**config.mk**
```make
export PLATFORM = sky130hd
export DESIGN_NAME = fetch_unit
export DESIGN_NICKNAME = d
export VERILOG_FILES = /design/src/rtl/fetch_unit.sv
export SDC_FILE = /design/constraint.sdc
export NUM_CORES = 1
export LEC_CHECK = 0
export ABC_AREA = 1
export CAP_MARGIN = 10
export CORE_UTILIZATION = 46
export CTS_CLUSTER_DIAMETER = 120
export DETAILED_ROUTE_END_ITERATION = 10
export GPL_TIMING_DRIVEN = 0
export PLACE_DENSITY_LB_ADDON = 0.3
export SLEW_MARGIN = 20
export SYNTH_ARGS = -nofsm -noshare
export SYNTH_HDL_FRONTEND = slang
export SYNTH_SLANG_ARGS = --single-unit
export TNS_END_PERCENT = 30
```
**constraint.sdc**
```tcl
create_clock -name clk_i -period 6.7 [get_ports clk_i]
set_clock_uncertainty 0.1 [all_clocks]
set_input_delay 0.67 -clock clk_i [delete_from_list [all_inputs] [get_ports clk_i]]
set_output_delay 0.67 -clock clk_i [all_outputs]
set_load 0.005 [all_outputs]
```
**src/rtl/fetch_unit.sv**
```systemverilog
// fetch_unit: instruction fetch front end.
//
// Walks the PC and issues one memory request per cycle while fetching is allowed.
// Each accepted request pushes an address entry into the instruction buffer. In-order
// responses push the instruction word in the same cycle they arrive.
// An execute redirect flushes the buffer and restarts fetch at the target. Responses
// already in flight for the old path are counted and dropped before fetch resumes.
//
// Optional feature: define BRANCH_PREDICTOR_EN to add predict_taken_i/predict_address_i.
// On a handshake with predict_taken_i set, fetch follows the predicted target and the
// pushed entry is marked speculative.
//
// Ports:
//   clk_i, rst_n_i               clock, asynchronous active-low reset
//   execute_redirect_i/address_i redirect request and target
//   fetch_request_o/address_o    memory request valid and address (current PC)
//   fetch_accept_i               memory accepts the request this cycle
//   fetch_valid_i/instruction_i  in-order memory response
//   buffer_full_i                instruction buffer cannot take more entries
//   buffer_flush_o               flush instruction buffer
//   buffer_write_*_o             push strobes for address/speculative/instruction entries
//   buffer_address_o/speculative_o/instruction_o  pushed data
module fetch_unit #(
  parameter logic [31:0] RESET_ADDRESS   = 32'h0000_0000,
  parameter int unsigned MAX_OUTSTANDING = 4
) (
  input  logic        clk_i,
  input  logic        rst_n_i,
  input  logic        execute_redirect_i,
  input  logic [31:0] execute_address_i,
  output logic        fetch_request_o,
  output logic [31:0] fetch_address_o,
  input  logic        fetch_accept_i,
  input  logic        fetch_valid_i,
  input  logic [31:0] fetch_instruction_i,
  input  logic        buffer_full_i,
`ifdef BRANCH_PREDICTOR_EN
  input  logic        predict_taken_i,
  input  logic [31:0] predict_address_i,
`endif
  output logic        buffer_flush_o,
  output logic        buffer_write_address_o,
  output logic        buffer_write_speculative_o,
  output logic        buffer_write_instruction_o,
  output logic [31:0] buffer_address_o,
  output logic        buffer_speculative_o,
  output logic [31:0] buffer_instruction_o
);

  typedef enum logic [1:0] {StBoot, StFetch, StHold, StDrain} state_e;

  localparam logic [3:0] MaxOut = 4'(MAX_OUTSTANDING);

  state_e      state_q, state_d;
  logic [31:0] pc_q, pc_d;
  logic [3:0]  outstanding_q, outstanding_d;
  logic [3:0]  discard_q, discard_d;

  logic        redirect;
  logic        handshake;
  logic        response;
  logic        predict_taken;
  logic [31:0] predict_target;

`ifdef BRANCH_PREDICTOR_EN
  assign predict_taken  = predict_taken_i;
  assign predict_target = {predict_address_i[31:2], 2'b00};
`else
  assign predict_taken  = 1'b0;
  assign predict_target = pc_q + 32'd4;
`endif

  // Redirects are not honoured during the single boot cycle.
  assign redirect  = execute_redirect_i && (state_q != StBoot);
  assign handshake = fetch_request_o && fetch_accept_i;
  // A response with nothing outstanding is stray and ignored.
  assign response  = fetch_valid_i && (outstanding_q != 4'd0);

  assign fetch_request_o            = (state_q == StFetch) && !execute_redirect_i;
  assign fetch_address_o            = rst_n_i ? pc_q : 32'd0;
  assign buffer_flush_o             = redirect;
  assign buffer_write_address_o     = handshake;
  assign buffer_write_speculative_o = handshake;
  assign buffer_address_o           = handshake ? pc_q : 32'd0;
  assign buffer_speculative_o       = handshake && predict_taken;
  assign buffer_write_instruction_o = response && (discard_q == 4'd0) && !redirect;
  assign buffer_instruction_o       = rst_n_i ? fetch_instruction_i : 32'd0;

  always_comb begin
    state_d       = state_q;
    pc_d          = pc_q;
    outstanding_d = outstanding_q + {3'b000, handshake} - {3'b000, response};
    discard_d     = discard_q;

    // Stale responses are dropped oldest first; discard only counts old-path requests.
    if (response && (discard_q != 4'd0)) begin
      discard_d = discard_q - 4'd1;
    end

    if (handshake) begin
      pc_d = predict_taken ? predict_target : pc_q + 32'd4;
    end

    case (state_q)
      StBoot:  state_d = StFetch;
      StFetch: begin
        if (buffer_full_i || (outstanding_d == MaxOut)) state_d = StHold;
      end
      StHold: begin
        if (!buffer_full_i && (outstanding_q < MaxOut)) state_d = StFetch;
      end
      StDrain: begin
        if (discard_d == 4'd0) state_d = StFetch;
      end
      default: state_d = StBoot;
    endcase

    // No handshake can coincide with a redirect, so everything still in flight
    // after this cycle's response belongs to the old path.
    if (redirect) begin
      pc_d      = {execute_address_i[31:2], 2'b00};
      discard_d = outstanding_q - {3'b000, response};
      state_d   = (discard_d != 4'd0) ? StDrain : StFetch;
    end
  end

  always_ff @(posedge clk_i or negedge rst_n_i) begin
    if (!rst_n_i) begin
      state_q       <= StBoot;
      pc_q          <= RESET_ADDRESS;
      outstanding_q <= 4'd0;
      discard_q     <= 4'd0;
    end else begin
      state_q       <= state_d;
      pc_q          <= pc_d;
      outstanding_q <= outstanding_d;
      discard_q     <= discard_d;
    end
  end

endmodule

```
==> impl_metrics.json, run 1 <==
{
  "synth_cells": 625,
  "grt_pass1_vias": 4566,
  "grt_max_degree": 24,
  "cts.sinks": 40,
  "clk_pin_slew_ns": 0.10,
  "final_antenna_net_count": 0,
  "fmax_mhz": 285,
  "num_rows": 32,
  "layout.area.seq_sq_mm": 0.00100,
  "p_leak_nw": 2.96,
  "comb_area_sq_mm": 0.00209,
  "crit_required_ns": 5.93,
  "pwr_density_cell_mw_per_mm2": 288,
  "tightest_slew_ns": 0.579,
  "lay_top_count": "nand2_1",
  "hpwl_um": 11000,
  "largestPowerGroup": "combinational logic",
  "worst-setup-path-type": "in2out",
  "switching_power_w": 0.000778,
  "mostFrequentLayoutCells": "176 x nand2_1, 163 x clkdlybuf4s50_1, 129 x inv_1",
  "gp_congestion": 0.965,
  "fp.dieArea_sq_mm": 0.00846,
  "drtIter0Drc": 386,
  "h-tree-depth": 2,
  "finalSetupViolations": 0,
  "reg2reg_depth": 18,
  "intPower_w": 0.000847,
  "fin_tns_setup_ns": 0,
  "post-route-period-util_pct": 52.4,
  "ys_chip_area_sq_mm": 0.00372,
  "grt_pass1_wl_um": 22100,
  "insertion_delay_ns": 0.31,
  "finalHoldViolations": 0,
  "pg_clk_w": 0.000214,
  "postCtsSetupBuffers": 0,
  "track_usage_pct": 33.5,
  "routedWlPerCell_um": 15.4,
  "seq_power_share_pct": 29.9,
  "grt-ovfl-total": 0,
  "fin_hold_ws_ns": 0.207,
  "drc": 0,
  "tool_warnings": 31,
  "synth.distinct_cells": 40,
  "pg_seq_w": 0.000487,
  "fill_cells": 649,
  "io_buffer_count": 164,
  "hold_path.class": "in2async",
  "die_w_um": 92.0,
  "yosys_warnings": 0,
  "ys.flops": 40,
  "cap_viol_max_count": 0,
  "combinationalPower_w": 0.000925,
  "pwr-share-comb_pct": 56.9,
  "p_sw_share_pct": 47.9,
  "clockRootBuffer": "clkbuf_8",
  "status": "complete, no violations",
  "dr.pass1.iters": 5,
  "rsz0062_at_grt": "no",
  "yosysCellCount": 625,
  "tritoncts": "yes",
  "end_kind": "output pin",
  "cts_max_path_buffers": 2,
  "drive_gt1_share_pct": 6.36,
  "cts_made_buffers": 5,
  "min_period_ns": 3.51,
  "syn_to_final_growth_pct": 51.5,
  "start_kind": "primary input",
  "avgSynthCellArea_sq_um": 5.96,
  "synth.cell_area_sq_mm": 0.00372,
  "ctsResizeCount": 0,
  "vias_per_cell": 5.23,
  "ys_seq_share_pct": 26.9,
  "relSlewSlack_pct": 61.3,
  "antenna_found_initial": 1,
  "maxSlewViolCount": 0,
  "arrival_ns": 2.74
}
-- run 1: state kept, by name, indices dropped and copies added, names as in the netlist --
register / count
pc_q: 30
discard_q: 4
outstanding_q: 4
state_q: 2
-- run 1: worst max-delay path: stages --
cell and delay (ns):
clkdlybuf4s50_1 0.42, inv_1 0.15, nand3_2 0.18, nor2_2 0.19, inv_2 0.13, clkbuf_1 0.25
nor2_1 0.21, clkdlybuf4s50_1 0.53
-- run 1: kinds of logic after synthesis --
kind of cell    after synthesis  share of synthesized area (%)
flops                        40                           26.9
xor+xnor                      8                           1.88
simple gates                345                           40.3
other cells                   1                          0.101
fa+ha+maj                    11                           3.90
compound gates               59                           9.68
buf+inv                     161                           17.3
-- run 1: final cells by class --
class	count	share of cell area, %
flip-flops and latches	40	17.7
multi-input cells	428	37.1
clock inverters	3	0.821
repair buffers	165	29.4
diodes	1	0.0444
inverters	133	8.85
plain buffers	28	2.55
clock buffers	5	1.22
well taps	102	2.26
-- run 1: layer usage --
| metal | global-route usage, % | vias to the layer above | wire, um |
|---|---|---|---|
| li1 | - | 2262 | - |
| met3 | 8.46 | 38 | 1550 |
| met2 | 56.8 | 297 | 6640 |
| met5 | 0 | - | 0 |
| met4 | 12.2 | 0 | 382 |
| met1 | 41.0 | 2133 | 5410 |
-- run 1: synthesized netlist by cell type, drive strengths merged --
| cell type | instances | area share, % |
|---|---|---|
| nand2 | 180 | 18 |
| inv | 133 | 13 |
| nor2 | 84 | 9.3 |
| nand3 | 45 | 6.3 |
| dfrtp | 40 | 27 |
| o21ai | 27 | 3.6 |
| nor3 | 17 | 3.0 |
| buf | 15 | 2.6 |
| clkbuf | 13 | 1.3 |
| nand4 | 11 | 1.8 |
| ha | 10 | 3.4 |
| a21oi | 8 | 1.4 |
| xor2 | 8 | 1.9 |
| o22ai | 6 | 1.0 |
| or2 | 5 | 0.84 |
| a211oi | 4 | 0.81 |
| a31oi | 4 | 0.67 |
| o211ai | 4 | 0.81 |
| nand3b | 2 | 0.40 |
| a221oi | 1 | 0.24 |
| a32oi | 1 | 0.24 |
| a41oi | 1 | 0.24 |
| conb | 1 | 0.10 |
| fa | 1 | 0.54 |
| nor3b | 1 | 0.20 |
| o2111ai | 1 | 0.24 |
| o31ai | 1 | 0.20 |
| o32ai | 1 | 0.24 |
-- run 1: worst paths after layout --
check                              startpoint  slack, ns                   end
max                        execute_redirect_i       3.19  buffer_address_o[21]
min                                   rst_n_i       0.21      outstanding_q[0]
max reg2reg                  outstanding_q[2]       3.36            state_q[0]
min reg2reg                          pc_q[31]       0.45              pc_q[31]
max in group asynchronous             rst_n_i       5.79              pc_q[23]
min in group clk_i                   pc_q[31]       0.45              pc_q[31]
-- run 1: stage by stage --
stage | utilization (%) | instance area [sq um] | std cells | power, W | setup slack [ns]
CTS | 72.6 | 5640 | 904 | 0.00161 | 3.21
floorplan | - | 3740 | 629 | 0.00101 | 3.82
global placement | 70.9 | 5510 | 895 | 0.00135 | 1.83
detailed placement | 71.1 | 5520 | 896 | 0.00139 | 2.98
finish | 72.6 | 5640 | 905 | 0.00163 | 3.19
global route | 72.6 | 5640 | 905 | 0.00175 | 3.09
==> run_1/floorplan.png <==
Drawn at 4 px/um. Pins as bars on the die edge.
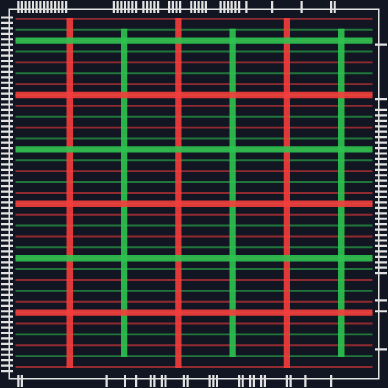
red -> VSS
green -> VDD
met4 straps = 6
signal pins = 172
rows = 32
VDD IR max: 0.118 mV
die y size: 92.0 um
core region area: 0.00777 sq mm

==> run_1/util_map.png <==
Drawn at 3 px/um. 9 x 9 tiles, from white (low) to dark blue (high), 0 to 100% covered.
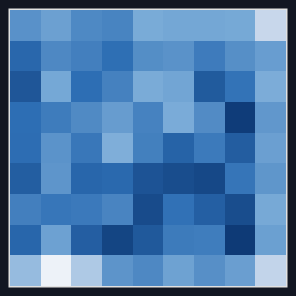
mean over tiles = 65%
fullest tile = 96%
tiles over 75% full = 27%
floorplan core density: 47.9%
Core Util, Final: 72.6%

==> run_1/m4.png <==
Drawn at 4 px/um.
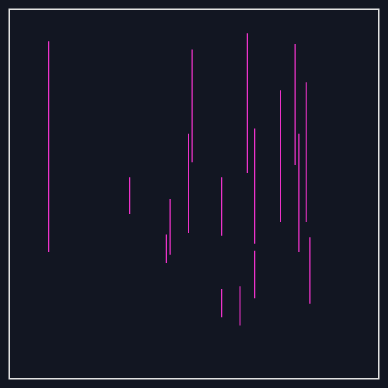
share of all routed wire = 2.7%
nets with wire on the layer = 16
longest straight run = 52.4 um
main direction = vertical
Vias: 4730
total routed wirelength: 14000 um

## Run 2: what changed since run 1
--- a/config.mk
+++ b/config.mk
@@ -7,7 +7,7 @@
 export LEC_CHECK = 0
 export ABC_AREA = 1
 export CAP_MARGIN = 10
-export CORE_UTILIZATION = 46
+export CORE_UTILIZATION = 38
 export CTS_CLUSTER_DIAMETER = 120
 export DETAILED_ROUTE_END_ITERATION = 10
 export GPL_TIMING_DRIVEN = 0
==> constraint.sdc (replaced) <==
create_clock -name clk_i -period 3.2 [get_ports clk_i]
set_clock_uncertainty 0.1 [all_clocks]
set_input_delay 0.32 -clock clk_i [delete_from_list [all_inputs] [get_ports clk_i]]
set_output_delay 0.32 -clock clk_i [all_outputs]
set_load 0.005 [all_outputs]
==> run_2/m4.png <==
Drawn at 4 px/um.
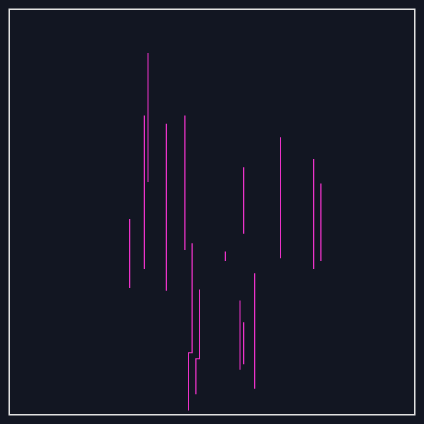
nets with wire on the layer = 14
wire length on this layer = 381 um
share of all routed wire = 2.7%
main direction = vertical
longest straight run = 41.5 um
Vias: 4663
total routed wirelength: 13900 um

==> run 2 against run 1 <==
  * Register-to-register slack worse by 3.2 ns
  * First-iteration DRC count is 12% lower
  * Sequential power up 110%
  * Design area up 1.9%
  * Via count fell by 1.4%
  * Synthesized area is the same
==> impl_metrics.json, run 2 <==
{
  "mostFrequentLayoutCells": "175 x nand2_1, 163 x clkdlybuf4s50_1, 126 x inv_1",
  "drtIter0Drc": 340,
  "grt_max_degree": 26,
  "avgSynthCellArea_sq_um": 5.96,
  "syn_to_final_growth_pct": 54.4,
  "grt_pass1_wl_um": 22300,
  "finalHoldViolations": 0,
  "top_area_share_pct": 26.9,
  "dpl-instance-area_sq_mm": 0.00556,
  "cts.sinks": 40,
  "hpwl_um": 11100,
  "io_buffer_count": 164,
  "lay_top_count": "nand2_1",
  "layout.area.seq_sq_mm": 0.00100,
  "ys_chip_area_sq_mm": 0.00372,
  "dp_cells": 923,
  "worst-setup-path-type": "reg2reg",
  "cts_max_path_buffers": 2,
  "grt_pass1_vias": 4597,
  "drive_gt1_share_pct": 7.32,
  "topCellsByArea": "dfrtp_1 27%, nand2_1 18%, inv_1 13%",
  "fmax_mhz": 332,
  "antenna_found_initial": 0,
  "fin_hold_ws_ns": 0.437,
  "drc": 0,
  "crit_required_ns": 3.30,
  "setup_slack_ns": 0.184,
  "tightest_slew_ns": 0.769,
  "start_kind": "flip-flop",
  "cts_made_buffers": 5,
  "pwr_density_cell_mw_per_mm2": 604,
  "ys.flop_type": "dfrtp_1",
  "cap_viol_max_count": 0,
  "clk_pin_slew_ns": 0.08,
  "maxSlewViolCount": 0,
  "ir_worst_vdd_mv": 0.257,
  "dr.pass1.iters": 5,
  "rsz0062_at_grt": "no",
  "tool_warnings": 31,
  "fill_cells": 907,
  "synth.distinct_cells": 40,
  "die_w_um": 101,
  "yosysTopAreaCell": "dfrtp_1",
  "gp_congestion": 0.916,
  "antenna_cells": 0,
  "top_regs": "pc_q (30), discard_q (4), outstanding_q (4)",
  "end_kind": "flip-flop",
  "finalSetupViolations": 0,
  "gr-max-usage-layer": "met2",
  "min_period_ns": 3.02,
  "most_common_cell": "nand2_1",
  "p_leak_nw": 2.98,
  "track_usage_pct": 28.5,
  "fin_tns_setup_ns": 0,
  "finalInstanceArea_sq_mm": 0.00575,
  "tritoncts": "yes",
  "die_y_um": 101,
  "comb_area_sq_mm": 0.00212,
  "final_antenna_net_count": 0,
  "grt-ovfl-total": 0,
  "insertion_delay_ns": 0.31,
  "yosys_warnings": 0,
  "synth-edff-count": 0,
  "use_met3_pct": 5.89,
  "status": "complete, no violations",
  "synth.cell_area_sq_mm": 0.00372,
  "synth_cells": 625,
  "clockRootBuffer": "clkbuf_8",
  "grt_util_met1_pct": 34.2,
  "grt_use_met2_pct": 50.1,
  "core_sq_mm": 0.00937,
  "relSlewSlack_pct": 48.6,
  "h-tree-depth": 2,
  "place_ws_ns": -0.179,
  "yosysCellCount": 625,
  "routedWlPerCell_um": 14.9,
  "vias_per_cell": 4.99,
  "ys_seq_share_pct": 26.9,
  "post-route-period-util_pct": 94.2,
  "arrival_ns": 3.12
}
run 2: cell counts after synthesis:
No cell type changed its count.
run 2: worst max-delay path: stages, from the launching register on:
cell and delay, ns:
dfrtp_1 0.41, inv_2 0.11, ha_4 0.15, nand3_4 0.11, nand2_2 0.11, inv_1 0.05, ha_1 0.28, inv_1 0.05
ha_1 0.23, fa_1 0.48, or2_2 0.31, nor2_1 0.10, nand3_1 0.08, nand2_1 0.06, nand2_1 0.07, inv_1 0.06
nand2_1 0.05, nand2_1 0.05, nand2_1 0.05
run 2: what timing repair did:
item	4_1_cts	5_1_grt
endpoints found under the hold margin	15	0
setup endpoints to repair	2	2
hold buffers	2	0
gates resized	2	7
buffers inserted	0	2
run 2: logic make-up (layout without fill, tap and decap cells):
group	after synthesis	in the layout	synth area share, %
AND/OR/NAND/NOR	345	345	40.3
XOR/XNOR	8	8	1.88
buffers and inverters	161	338	17.3
flip-flops	40	40	26.9
AND-OR/OR-AND	59	59	9.68
other	1	5	0.101
adder cells (fa/ha/maj)	11	11	3.90
run 2: layout make-up:
cell class / count / area share (%)
inverters: 133 / 8.69
clock buffers: 7 / 1.68
repair buffers: 169 / 29.4
well taps: 129 / 2.81
flip-flops and latches: 40 / 17.4
multi-input cells: 428 / 36.9
plain buffers: 28 / 2.55
clock inverters: 1 / 0.522
run 2: through the flow:
stage	utilization [%]	power (W)
after floorplan	-	0.00212
after global placement	59.1	0.00284
after detailed placement	59.3	0.00291
after CTS	60.9	0.00340
after global routing	61.3	0.00377
final	61.3	0.00347
run 2: metal layers:
metal | share of wire, % | routed length (um) | vias up
met5 | 0 | 0 | -
met3 | 9.7 | 1350 | 32
met4 | 2.7 | 381 | 0
li1 | - | - | 2270
met2 | 48 | 6690 | 263
met1 | 40 | 5510 | 2098
run 2: path summary, 6_finish.rpt:
kind                            cells past startpoint          to             start  slack [ns]
worst min register to register                      2    pc_q[29]          pc_q[29]        0.44
worst min-delay path                                2    pc_q[29]          pc_q[29]        0.44
worst max register to register                     18  state_q[0]  outstanding_q[2]        0.18
min in group asynchronous                           3    pc_q[10]           rst_n_i        0.45
worst max-delay path                               18  state_q[0]  outstanding_q[2]        0.18
max in group asynchronous                           3    pc_q[29]           rst_n_i        1.36
run 2: power by group:
| group | internal [W] | switching [W] | leakage, nW |
|---|---|---|---|
| Combinational | 0.000847 | 0.00113 | 2.45 |
| Clock | 0.000276 | 0.000204 | 0.0645 |
| Sequential | 0.000723 | 0.000289 | 0.466 |
| Total | 0.00185 | 0.00162 | 2.98 |
Power figures rest on the tool's default switching activity, not on a simulated workload.
